File: src/rtl/mbc1_bank_ctrl.sv
// ============================================================================
// Module   : mbc1_bank_ctrl
// Brief    : Cartridge bank controller. Selects the CPU or DMA bus address,
//            captures MBC1 control writes and maps ROM/external RAM addresses.
// Revision : 1.0 - initial release
// ============================================================================
`default_nettype none

module mbc1_bank_ctrl #(
  parameter int MBC_TYPE      = 1,
  parameter int ROM_BANK_BITS = 7,
  parameter int RAM_BANK_BITS = 2
) (
  input  logic                       clock,
  input  logic                       reset,
  input  logic [15:0]                address_bus_offset,
  input  logic [15:0]                address_bus_dma_rd,
  input  logic                       dma_sel_cart_rom,
  input  logic [7:0]                 data_bus_in,
  input  logic                       cart_wr,
  output logic [15:0]                address_bus_out,
  output logic [ROM_BANK_BITS+13:0]  rom_address,
  output logic [RAM_BANK_BITS+12:0]  ext_ram_address,
  output logic                       ext_ram_cs,
  output logic [1:0]                 ext_ram_bank_sel
);

  localparam logic [4:0] c_bank_lo_rst = 5'd1;

  logic                     r_cart_wr_d;
  logic                     r_ram_en;
  logic [4:0]               r_bank_lo;
  logic [1:0]               r_bank_hi;
  logic                     r_mode;

  logic                     w_wr_event;
  logic [15:0]              w_sel_addr;
  logic [6:0]               w_bank_full;
  logic [RAM_BANK_BITS-1:0] w_ram_bank;
  logic                     w_ram_gate;
  logic                     w_unused;

  assign w_sel_addr      = dma_sel_cart_rom ? address_bus_dma_rd : address_bus_offset;
  assign address_bus_out = w_sel_addr;

  // Rising edge of the strobe: one register update per assertion.
  assign w_wr_event = cart_wr & ~r_cart_wr_d;

  always_ff @(posedge clock) begin
    if (reset) begin
      r_cart_wr_d <= 1'b0;
      r_ram_en    <= 1'b0;
      r_bank_lo   <= c_bank_lo_rst;
      r_bank_hi   <= 2'd0;
      r_mode      <= 1'b0;
    end else begin
      r_cart_wr_d <= cart_wr;
      if ((MBC_TYPE != 0) && w_wr_event && !address_bus_offset[15]) begin
        case (address_bus_offset[14:13])
          2'd0: r_ram_en  <= (data_bus_in[3:0] == 4'hA);
          2'd1: r_bank_lo <= (data_bus_in[4:0] == 5'd0) ? 5'd1 : data_bus_in[4:0];
          2'd2: r_bank_hi <= data_bus_in[1:0];
          default: r_mode <= data_bus_in[0];
        endcase
      end
    end
  end

  generate
    if (MBC_TYPE == 0) begin : g_rom_only
      assign w_bank_full = {6'd0, w_sel_addr[14]};
      assign w_ram_gate  = 1'b1;
    end else begin : g_mbc1
      assign w_bank_full = w_sel_addr[14] ? {r_bank_hi, r_bank_lo}
                         : (r_mode ? {r_bank_hi, 5'd0} : 7'd0);
      assign w_ram_gate  = r_ram_en;
    end
  endgenerate

  // Truncating the bank index makes oversized bank numbers wrap.
  assign rom_address = {w_bank_full[ROM_BANK_BITS-1:0], w_sel_addr[13:0]};

  assign w_ram_bank       = r_mode ? r_bank_hi[RAM_BANK_BITS-1:0] : '0;
  assign ext_ram_address  = {w_ram_bank, w_sel_addr[12:0]};
  assign ext_ram_bank_sel = 2'(w_ram_bank);
  assign ext_ram_cs       = (w_sel_addr[15:13] == 3'b101) & w_ram_gate;

  assign w_unused = ^{data_bus_in[7:5], w_bank_full, r_bank_hi};

endmodule

`default_nettype wire

File: config.mk
export PLATFORM = sky130hd
export DESIGN_NAME = mbc1_bank_ctrl
export DESIGN_NICKNAME = d
export VERILOG_FILES = /design/src/rtl/mbc1_bank_ctrl.sv
export SDC_FILE = /design/constraint.sdc
export NUM_CORES = 1
export LEC_CHECK = 0
export ABC_AREA = 1
export CELL_PAD_IN_SITES_DETAIL_PLACEMENT = 1
export CELL_PAD_IN_SITES_GLOBAL_PLACEMENT = 2
export CORE_MARGIN = 3
export CORE_UTILIZATION = 15
export CTS_CLUSTER_DIAMETER = 200
export DETAILED_ROUTE_END_ITERATION = 16
export PLACE_DENSITY = 0.94
export SLEW_MARGIN = 20
export SYNTH_ARGS = -nofsm -noshare
export SYNTH_HDL_FRONTEND = slang
export SYNTH_SLANG_ARGS = --single-unit
File: constraint.sdc
create_clock -name clock -period 5.57 [get_ports clock]
set_clock_uncertainty 0.1 [all_clocks]
set_input_delay 1.671 -clock clock [delete_from_list [all_inputs] [get_ports clock]]
set_output_delay 1.671 -clock clock [all_outputs]
set_load 0.005 [all_outputs]
run_1/met3.png
Scale: 4 px per micron.
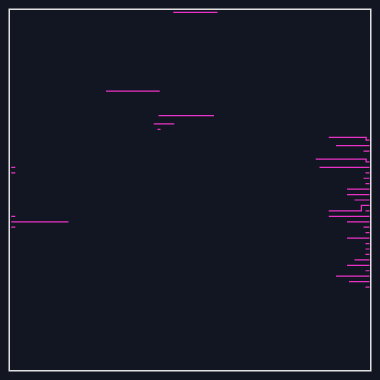
- wire length on this layer: 181 microns
- nets with wire on the layer: 34
- share of all routed wire: 5.1%
- longest straight run: 14.0 microns

run_1/final_clocks.png
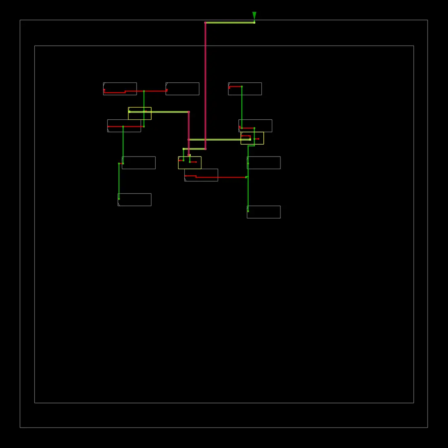
CTS Sinks: 10
CTS buffer count: 3

run_1/wire_density.png
Scale: 4 px per micron. 18 x 18 tiles, from black (low) to pale yellow (high), scaled to the fullest tile. Values are wire area over tile area, all layers added.
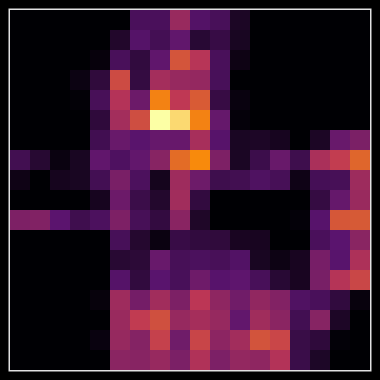
- nearly empty tiles: 39%
- mean over tiles: 0.068
- emptiest ninth of the die: upper right
- tiles over half the peak: 6.8%

run_1/drive_strength.png
Scale: 4 px per micron.
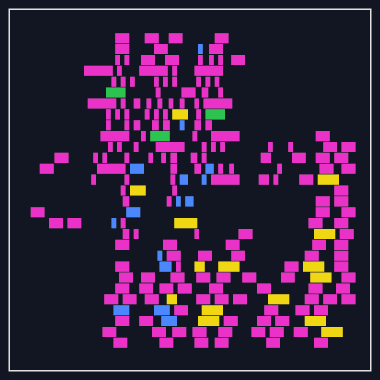
- drive 1 or less: magenta (cells 183; share 85%; most used clkdlybuf4s50_1)
- drive 2: blue (cells 15; share 6.9%; most used inv_2)
- drive 6 and up: green (cells 3; share 1.4%; most used clkbuf_8)
- drive 3 to 4: yellow (cells 15; share 6.9%; most used mux2_4)

==> Slide: Implementation Results, run 1 <==
Run Summary

Die
  • Rows: 29
  • Die Width: 90.0 microns
  • # IOs: 99
  • Core area: 6600 sq um
  • Chip height: between 90 and 100 microns

Worst setup path
  • CP bufs+invs: 3
  • Worst EP arrival: around 3.3 ns
  • CP max-delay cell: clkdlybuf4s50_1
  • Critical Path Fanout Max: 13
  • Reg2reg start: r_cart_wr_d$_SDFF_PP0_
  • CP Launch Type: input pin
  • Crit-path cells: clkdlybuf4s50_1, buf_4, mux2_2, clkdlybuf4s50_1
  • Most used cell, CP: clkdlybuf4s50_1

Power and ir drop
  • Comb pwr share: 45.7%
  • Internal power: between 0.0002 and 0.00025 W

Final layout
  • Fin cells: 309
  • Post-layout util: 29.3%
  • Synthesis-to-layout area growth: 82.6%

Flow run
  • Max_cap viols: 0

Clock tree
  • Worst skew pair latency: 0.23 ns
  • Max clock buf depth: 2
  • Clock transition at path regs: around 0.040 ns
  • Depth of the CTS H-tree: 1
  • Setup bufs post-CTS: 0
  • Clk root buf: clkbuf_8

Placement
  • Placed cells: 306
  • Placed cell area: around 1900 sq um

Outcome
  • Status: complete, no violations

Final timing
  • Post-route minimum period: a little over 5 ns
  • Final tally of setup violations: 0
  • Fin. max-slew vios: 0
  • F_max: 198 MHz

Yosys
  • Ys Warns: 0
  • Ys cells: 147
  • Cell Type Count: 23

Global route
  • GR Util All Layers: 8.67%
  • GR Overflow Total: 0
  • First-pass GRT wire length: 5690 microns

Min path
  • Worst min path class: reg2reg

Detailed routing
  • First drt pass iteration count: 3
  • DRT iter0 DRCs: 28
[run 1: per-layer routing]
| layer | GRT usage [%] | vias up | wire (microns) |
|---|---|---|---|
| li1 | - | 559 | - |
| met1 | 8.45 | 492 | 1280 |
| met2 | 17.7 | 37 | 2020 |
| met3 | 2.25 | 5 | 180 |
| met4 | 2.30 | 0 | 37 |
| met5 | 0 | - | 0 |
[run 1: cell usage after synthesis]
cell type	instances	area, sq um
nand3_1	10	50.1
buf_6	1	11.3
mux2_2	3	33.8
o21ai_0	1	5.00
mux2_4	10	150
o21ai_2	1	8.76
a21oi_1	1	5.00
buf_12	1	20.0
nor3_2	1	10.0
inv_2	6	22.5
o21a_1	2	15.0
clkinv_1	1	3.75
nor2_2	2	12.5
nor2_1	26	97.6
nor2_4	2	22.5
o21ai_1	1	5.00
o21ai_4	1	16.3
nand2_1	20	75.1
nand2_2	1	6.26
buf_4	29	218
nand3_2	1	10.0
inv_1	16	60.1
dfxtp_1	10	200
[run 1: cell type report]
type	count	area, sq um
sequential	10	200
timing repair buffer	97	966
tap	93	116
clock buffer	3	41.3
multi-input combinational	83	523
inverter	23	86.3
fill	831	4670
[run 1: path summary, 6_finish.rpt]
kind | endpoint | slack, ns | cells past startpoint
hold / removal | r_bank_lo[2]$_SDFFE_PP0P_ | 0.38 | 2
setup / recovery | rom_address[2] | 0.53 | 4
setup reg to reg | r_bank_lo[4]$_SDFFE_PP0P_ | 4.55 | 5
hold reg to reg | r_bank_lo[2]$_SDFFE_PP0P_ | 0.38 | 2
[run 1: through the flow]
stage               power (W)  hold WS (ns)
finish               0.000276         0.381
global route         0.000294         0.405
CTS                  0.000282         0.386
detailed placement   0.000206         0.376
global placement     0.000203         0.372
floorplan            0.000140         0.351
[run 1: kinds of logic (layout without fill, tap and decap cells)]
kind of cell / Yosys count / in the layout / share of synthesized area (%)
simple gates: 63 / 63 / 26.8
buf+inv: 54 / 123 / 31.7
mux: 13 / 13 / 17.4
flops: 10 / 10 / 18.9
compound gates: 7 / 7 / 5.20
[run 1: worst reg2reg max path: cells and delay by family (launching register included)]
kind / cells / cell delay (ns)
simple gates: 4 / 0.46
flops: 1 / 0.34
buf+inv: 1 / 0.08
[run 1: power groups by stage]
stage | Combinational, W | Clock (W) | Sequential (W)
after floorplan | 0.0000629 | 0 | 0.0000767
after global placement | 0.000126 | 0 | 0.0000770
after detailed placement | 0.000129 | 0 | 0.0000771
after CTS | 0.000129 | 0.0000771 | 0.0000757
after global routing | 0.000136 | 0.0000817 | 0.0000759
final | 0.000126 | 0.0000744 | 0.0000758
[run 1: sequential cells by signal (all words and copies together) (netlist names)]
register / flops
r_bank_lo: 5
r_bank_hi: 2
r_cart_wr_d: 1
r_mode: 1
r_ram_en: 1
[run 1: placed cells by master, fill, tap and decap left out, types with 2 or more instances in the layout]
cell type	instances
clkdlybuf4s50_1	95
inv_1	16
mux2_2	3
o21a_1	2
mux2_4	10
dfxtp_1	10
nand2_1	20
clkbuf_8	3
nor2_2	2
nor2_4	2
inv_2	6
nand3_1	10
buf_4	2
nor2_1	26
## Run 2: what changed since run 1
--- a/config.mk
+++ b/config.mk
@@ -13,7 +13,7 @@
 export CTS_CLUSTER_DIAMETER = 200
 export DETAILED_ROUTE_END_ITERATION = 16
 export PLACE_DENSITY = 0.94
-export SLEW_MARGIN = 20
 export SYNTH_ARGS = -nofsm -noshare
 export SYNTH_HDL_FRONTEND = slang
 export SYNTH_SLANG_ARGS = --single-unit
+export TNS_END_PERCENT = 5
run_2/wire_density.png
Scale: 4 px per micron. 18 x 18 tiles, from black (low) to pale yellow (high), scaled to the fullest tile. Values are wire area over tile area, all layers added.
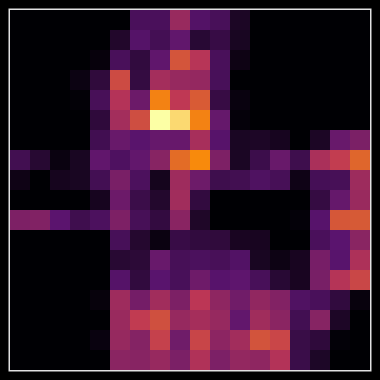
- mean over tiles: 0.068
- emptiest ninth of the die: upper right
- nearly empty tiles: 39%
- tiles over half the peak: 6.8%
- fullest tile: 0.40

==> run 2 against run 1 <==
Largest cell class unchanged. Global-route usage unchanged. Largest power group unchanged. Cell count unchanged. Via count unchanged.
==> Slide: Implementation Results, run 2 <==
Run Summary

Yosys
  • Ys Warns: 0
  • Top cells, area: buf_4 (21%), dfxtp_1 (19%), mux2_4 (14%)
  • Xor/xnor share of the synthesized area: 0%
  • Cell Type Count: 23
  • Top cells by count: buf_4 (29), nor2_1 (26), nand2_1 (20)
  • Area leader, netlist: buf_4
  • Simple Share, Synth: 26.8%
  • Synth Area in Compound Gates: 5.20%
  • Ys cells: between 100 and 150
  • Asr flop ratio synth: 0%
  • Dominant combinational family: buffers and inverters

Worst setup path
  • Most used cell, CP: clkdlybuf4s50_1
  • Critical Path Fanout Max: 13
  • Reg2reg start: r_cart_wr_d$_SDFF_PP0_
  • CP max-delay cell: clkdlybuf4s50_1
  • CP Launch Type: input pin
  • R2R depth: 5

Clock tree
  • Clock transition at path regs: around 0.04 ns
  • CTS buffer count: 3
  • Depth of the CTS H-tree: 1
  • Worst skew pair latency: 0.23 ns

Final layout
  • Fin cells: 309
  • Largest register FFs: 5
  • Synthesis-to-layout area growth: 82.6%

Global route
  • Grt met3 use: 2.25%
  • GR Util All Layers: 8.67%
  • GRT met1 Usage: 8.45%

Placement
  • Placed cells: 306

Min path
  • Hold Path End: r_bank_lo[2]$_SDFFE_PP0P_
  • Hold path depth: 2
  • Worst min path class: reg2reg

Die
  • # IOs: approximately 100
  • Chip height: 90.0 microns
  • Core area: 6600 sq um

Final timing
  • F_max: 198 MHz
  • Post-route minimum period: 5.04 ns

Outcome
  • Status: complete, no violations
run_2/drive_strength.png
Scale: 4 px per micron.
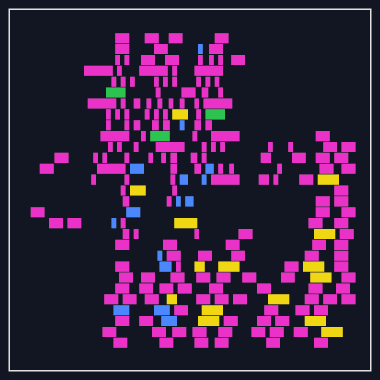
- drive 6 and up: green (cells 3; share 1.4%; most used clkbuf_8)
- drive 1 or less: magenta (cells 183; share 85%; most used clkdlybuf4s50_1)
- drive 3 to 4: yellow (cells 15; share 6.9%; most used mux2_4)
- drive 2: blue (cells 15; share 6.9%; most used inv_2)

run 2: cell counts after synthesis:
Identical to the previous run, type by type.
run 2: worst max-delay path by stage:
stage | startpoint | endpoint | slack [ns]
2_1_floorplan | dma_sel_cart_rom | ext_ram_address[10] | 1.41
3_3_place_gp | dma_sel_cart_rom | address_bus_out[2] | 0.54
3_5_place_dp | dma_sel_cart_rom | rom_address[2] | 0.51
4_1_cts | dma_sel_cart_rom | rom_address[2] | 0.50
5_1_grt | dma_sel_cart_rom | rom_address[16] | 0.42
6_report | dma_sel_cart_rom | rom_address[2] | 0.53
run 2: worst max-delay path: cells and delay by family:
| family | cells | cell delay (ns) |
|---|---|---|
| multiplexers | 1 | 0.39 |
| buffers and inverters | 3 | 1.21 |
run 2: where the power goes:
part           switching [W]  internal [W]
combinational      0.0000424     0.0000838
sequential        0.00000162     0.0000741
clock              0.0000272     0.0000472
run 2: cell type report:
class	count	area, sq um
Tap cell	93	116
Sequential cell	10	200
Inverter	23	86.3
Fill cell	831	4670
Clock buffer	3	41.3
Multi-Input combinational cell	83	523
Timing Repair Buffer	97	966
run 2: cell families after synthesis:
kind of cell / Yosys count
compound gates: 7
flops: 10
mux: 13
simple gates: 63
buf+inv: 54
run 2: routing by layer:
layer,wire length (microns),vias to the layer above
met1,1280,492
met5,0,-
met2,2020,37
met3,180,5
li1,-,559
met4,37,0
run 2: per-stage QoR:
stage / area [sq um] / hold slack (ns) / total power (W) / utilization, % / setup slack [ns]
global placement: 1890 / 0.372 / 0.000203 / 28.6 / 0.543
floorplan: 1060 / 0.351 / 0.000140 / - / 1.41
finish: 1930 / 0.381 / 0.000276 / 29.3 / 0.531
global route: 1930 / 0.405 / 0.000294 / 29.3 / 0.417
CTS: 1930 / 0.386 / 0.000282 / 29.3 / 0.502
detailed placement: 1890 / 0.376 / 0.000206 / 28.6 / 0.506
Power is estimated from default activity; no workload was simulated.
